$ cat src/rtl/branch_resolve_ctrl.sv
// branch_resolve_ctrl
//   Resolves conditional branches (beq, bne, bgez/bltz, bgtz, blez) in the ID
//   stage. Fetch/decode are held while the branch waits for forwarded operands.
//   A taken branch produces a one-cycle PC redirect together with an IF flush.
//   Saturating statistics counters track resolved and taken branches.
//
// Ports
//   clk, rst_n          clock (rising edge), asynchronous active-low reset
//   id_valid            ID stage holds a valid instruction
//   id_opcode/rt/imm    instruction fields [31:26], [20:16], [15:0]
//   id_pc_plus4         PC+4 of the ID instruction
//   id_rs_val/rt_val    forwarded register operands
//   operands_ready      forwarded operands are final this cycle
//   pipe_flush          higher-priority flush; aborts any resolution
//   stall_if_id         hold PC and the IF/ID register
//   redirect_valid      load PC from redirect_pc this cycle
//   redirect_pc         registered branch target
//   flush_if            squash the IF/ID instruction on the next edge
//   branch_cnt          resolved branches (saturating)
//   taken_cnt           taken branches (saturating)
//
// Handshake: the branch is accepted in IDLE in the same cycle stall_if_id goes
// high; the instruction must stay in ID (held by the stall) until the RESOLVE
// cycle, where stall_if_id drops so the branch advances exactly once.

module branch_resolve_ctrl #(
    parameter int CNT_W = 16
) (
    input  logic             clk,
    input  logic             rst_n,
    input  logic             id_valid,
    input  logic [5:0]       id_opcode,
    input  logic [4:0]       id_rt,
    input  logic [15:0]      id_imm,
    input  logic [31:0]      id_pc_plus4,
    input  logic [31:0]      id_rs_val,
    input  logic [31:0]      id_rt_val,
    input  logic             operands_ready,
    input  logic             pipe_flush,
    output logic             stall_if_id,
    output logic             redirect_valid,
    output logic [31:0]      redirect_pc,
    output logic             flush_if,
    output logic [CNT_W-1:0] branch_cnt,
    output logic [CNT_W-1:0] taken_cnt
);

    localparam logic [5:0] OP_REGIMM = 6'h01;
    localparam logic [5:0] OP_BEQ    = 6'h04;
    localparam logic [5:0] OP_BNE    = 6'h05;
    localparam logic [5:0] OP_BLEZ   = 6'h06;
    localparam logic [5:0] OP_BGTZ   = 6'h07;

    localparam logic [CNT_W-1:0] CNT_MAX = '1;
    localparam logic [CNT_W-1:0] CNT_ONE = CNT_W'(1);

    typedef enum logic [1:0] {
        S_IDLE    = 2'd0,
        S_WAIT    = 2'd1,
        S_RESOLVE = 2'd2
    } state_t;

    state_t      state;
    logic [5:0]  opcode_q;
    logic        regimm_ge_q;   // id_rt[0]: 1 = bgez, 0 = bltz
    logic [15:0] imm_q;
    logic [31:0] pc4_q;
    logic        taken_q;
    logic [31:0] target_q;

    logic        is_branch;
    logic        detect;
    logic        cond;
    logic        rs_neg;
    logic        rs_zero;
    logic        unused_rt_bits;

    // Only id_rt[0] distinguishes bgez/bltz; link variants are not handled.
    assign unused_rt_bits = ^id_rt[4:1];

    assign is_branch = (id_opcode == OP_BEQ)  || (id_opcode == OP_BNE)  ||
                       (id_opcode == OP_REGIMM) || (id_opcode == OP_BGTZ) ||
                       (id_opcode == OP_BLEZ);
    assign detect    = id_valid && is_branch && !pipe_flush;

    assign rs_neg  = id_rs_val[31];
    assign rs_zero = (id_rs_val == 32'd0);

    // Condition uses the live forwarded operands; only the opcode is latched.
    always_comb begin
        cond = 1'b0;
        case (opcode_q)
            OP_BEQ:    cond = (id_rs_val == id_rt_val);
            OP_BNE:    cond = (id_rs_val != id_rt_val);
            OP_REGIMM: cond = regimm_ge_q ? !rs_neg : rs_neg;
            OP_BGTZ:   cond = !rs_neg && !rs_zero;
            OP_BLEZ:   cond = rs_neg || rs_zero;
            default:   cond = 1'b0;
        endcase
    end

    always_ff @(posedge clk or negedge rst_n) begin
        if (!rst_n) begin
            state       <= S_IDLE;
            opcode_q    <= 6'd0;
            regimm_ge_q <= 1'b0;
            imm_q       <= 16'd0;
            pc4_q       <= 32'd0;
            taken_q     <= 1'b0;
            target_q    <= 32'd0;
            branch_cnt  <= '0;
            taken_cnt   <= '0;
        end else if (pipe_flush) begin
            state <= S_IDLE;
        end else begin
            case (state)
                S_IDLE: begin
                    if (detect) begin
                        opcode_q    <= id_opcode;
                        regimm_ge_q <= id_rt[0];
                        imm_q       <= id_imm;
                        pc4_q       <= id_pc_plus4;
                        state       <= S_WAIT;
                    end
                end
                S_WAIT: begin
                    if (operands_ready) begin
                        taken_q  <= cond;
                        target_q <= pc4_q + {{14{imm_q[15]}}, imm_q, 2'b00};
                        state    <= S_RESOLVE;
                    end
                end
                S_RESOLVE: begin
                    if (branch_cnt != CNT_MAX) begin
                        branch_cnt <= branch_cnt + CNT_ONE;
                    end
                    if (taken_q && (taken_cnt != CNT_MAX)) begin
                        taken_cnt <= taken_cnt + CNT_ONE;
                    end
                    state <= S_IDLE;
                end
                default: state <= S_IDLE;
            endcase
        end
    end

    assign stall_if_id    = ((state == S_IDLE) && detect) || (state == S_WAIT);
    assign redirect_valid = (state == S_RESOLVE) && taken_q && !pipe_flush;
    assign flush_if       = redirect_valid;
    assign redirect_pc    = target_q;

endmodule

$ cat config.mk
export PLATFORM = sky130hd
export DESIGN_NAME = branch_resolve_ctrl
export DESIGN_NICKNAME = d
export VERILOG_FILES = /design/src/rtl/branch_resolve_ctrl.sv
export SDC_FILE = /design/constraint.sdc
export NUM_CORES = 1
export LEC_CHECK = 0
export ABC_AREA = 0
export CAP_MARGIN = 5
export CELL_PAD_IN_SITES_DETAIL_PLACEMENT = 2
export CELL_PAD_IN_SITES_GLOBAL_PLACEMENT = 2
export CORE_ASPECT_RATIO = 1.5
export CORE_MARGIN = 5
export CORE_UTILIZATION = 30
export DETAILED_ROUTE_END_ITERATION = 12
export MAX_ROUTING_LAYER = met4
export PLACE_DENSITY = 0.8
export SLEW_MARGIN = 10
export SYNTH_ARGS = -nofsm -noshare
export SYNTH_HDL_FRONTEND = slang
export SYNTH_SLANG_ARGS = --single-unit
export TNS_END_PERCENT = 30
$ cat constraint.sdc
create_clock -name clk -period 3.1 [get_ports clk]
set_clock_uncertainty 0.1 [all_clocks]
set_input_delay 0.775 -clock clk [delete_from_list [all_inputs] [get_ports clk]]
set_output_delay 0.775 -clock clk [all_outputs]
set_load 0.01 [all_outputs]
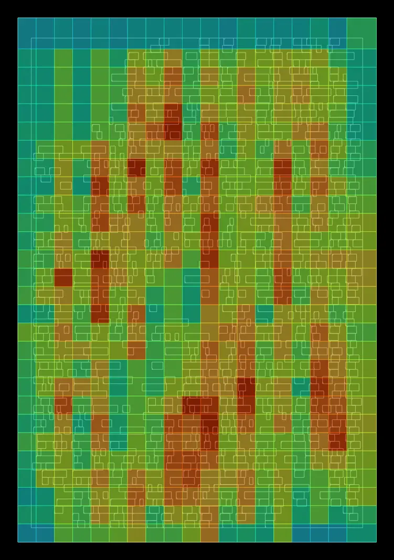
Fig. 1. Routing congestion.
met1 Resource Use GR: 19.9%
met3 usage: 3.76%
GR Util All Layers: 19.1%

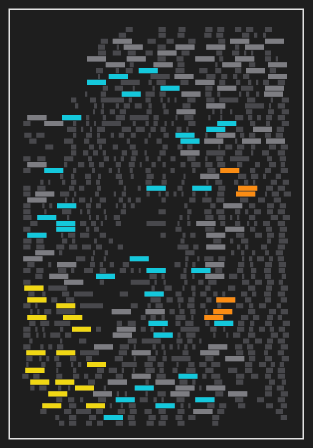
Fig. 2. Sequential cells coloured by netlist name.
Other sequential cells in the stronger grey, the rest of the logic in the fainter grey.
Yellow stands for `taken_cnt`, sequential cells 16, where south-west. Cyan stands for `redirect_pc`, sequential cells 32. Orange stands for `opcode_q`, sequential cells 6, where east.

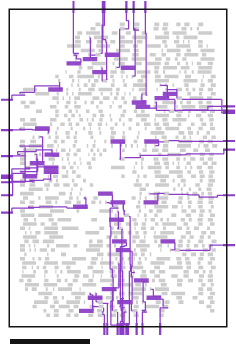
Fig. 3. Wires at chosen ports, followed through buffers.
The bar under the picture is 50 µm long.
Purple stands for `redirect_pc`, direction output, edge 11 south, 8 west, 7 east, 6 north, end cells 32, buffers 32, wire 1600 µm.
number of port buffers: 190
I/O pin total: 195

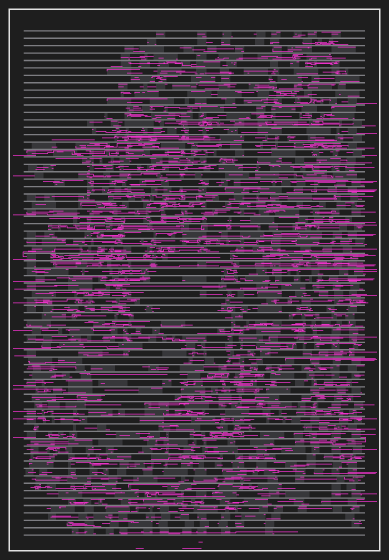
Fig. 4. The metal 1 layer.
Supply wires on this layer in grey. Cells faint in the background.
The layer holds 38% of the routed length. 968 nets have wire on it. The layer carries 9350 µm of wire.
routed wire length: 24.6 mm
Vias: 6170

==> GITHUB_STEP_SUMMARY <==
### Yosys + OpenROAD results

| Metric | Value |
|---|---|
| Gpl congestion | around 0.8 |
| Max_cap viols | 0 |
| Floorplan-stage core utilization | 30.6% |
| Multi-input combinational area share | 38.0% |
| Placed Area | between 0.009 and 0.01 mm² |
| Antenna Cells | 0 |
| Psw | around 2000 µW |
| Resized Gates After CTS | 5 |
| Status | completed |
| Die H | 198 µm |
| Inverters excl. clock | 18 |
| Area Overhead vs Synth | 41.0% |
| CTS buffer count | 17 |
| Nets | between 1000 and 1500 |
| Grt peak-use layer | met2 |
| Crit Path Max Fanout | 2 |
| Placed insts | about 1200 |
| Worst hold slack | roughly 0.34 ns |
| Xor and xnor area share after synthesis | about 9.7% |
| Clock group | just under 2000 µW |
| Worst reg-to-reg setup slack | 0.34 ns |
| Ys async rst share | 100% |
| And+or+nand+nor area frac | about 15% |
| Reg clk slew, reported paths | approximately 0.060 ns |
| Antenna viol nets, final | 0 |
| Least setup slack across all paths after layout | a little under 0.08 ns |
| Vias per cell | 5.04 |
| Main logic family after synthesis | simple AND/OR/NAND/NOR gates |
| Min-Delay Path Class | in2async |
| Crit. End Element | output pin |
| First-pass GRT wire length | 38.6 mm |
| Comb pwr | 2080 µW |
| Worst relative slew slack | about half |
| Final setup violating endpoints | 0 |
| Leading cell kind | logic gates |
| Root buf cell | clkbuf_16 |
| # DRC | 0 |
| Post-Syn Area | slightly above 0.007 mm² |
Power and IR drop assume default switching activity.
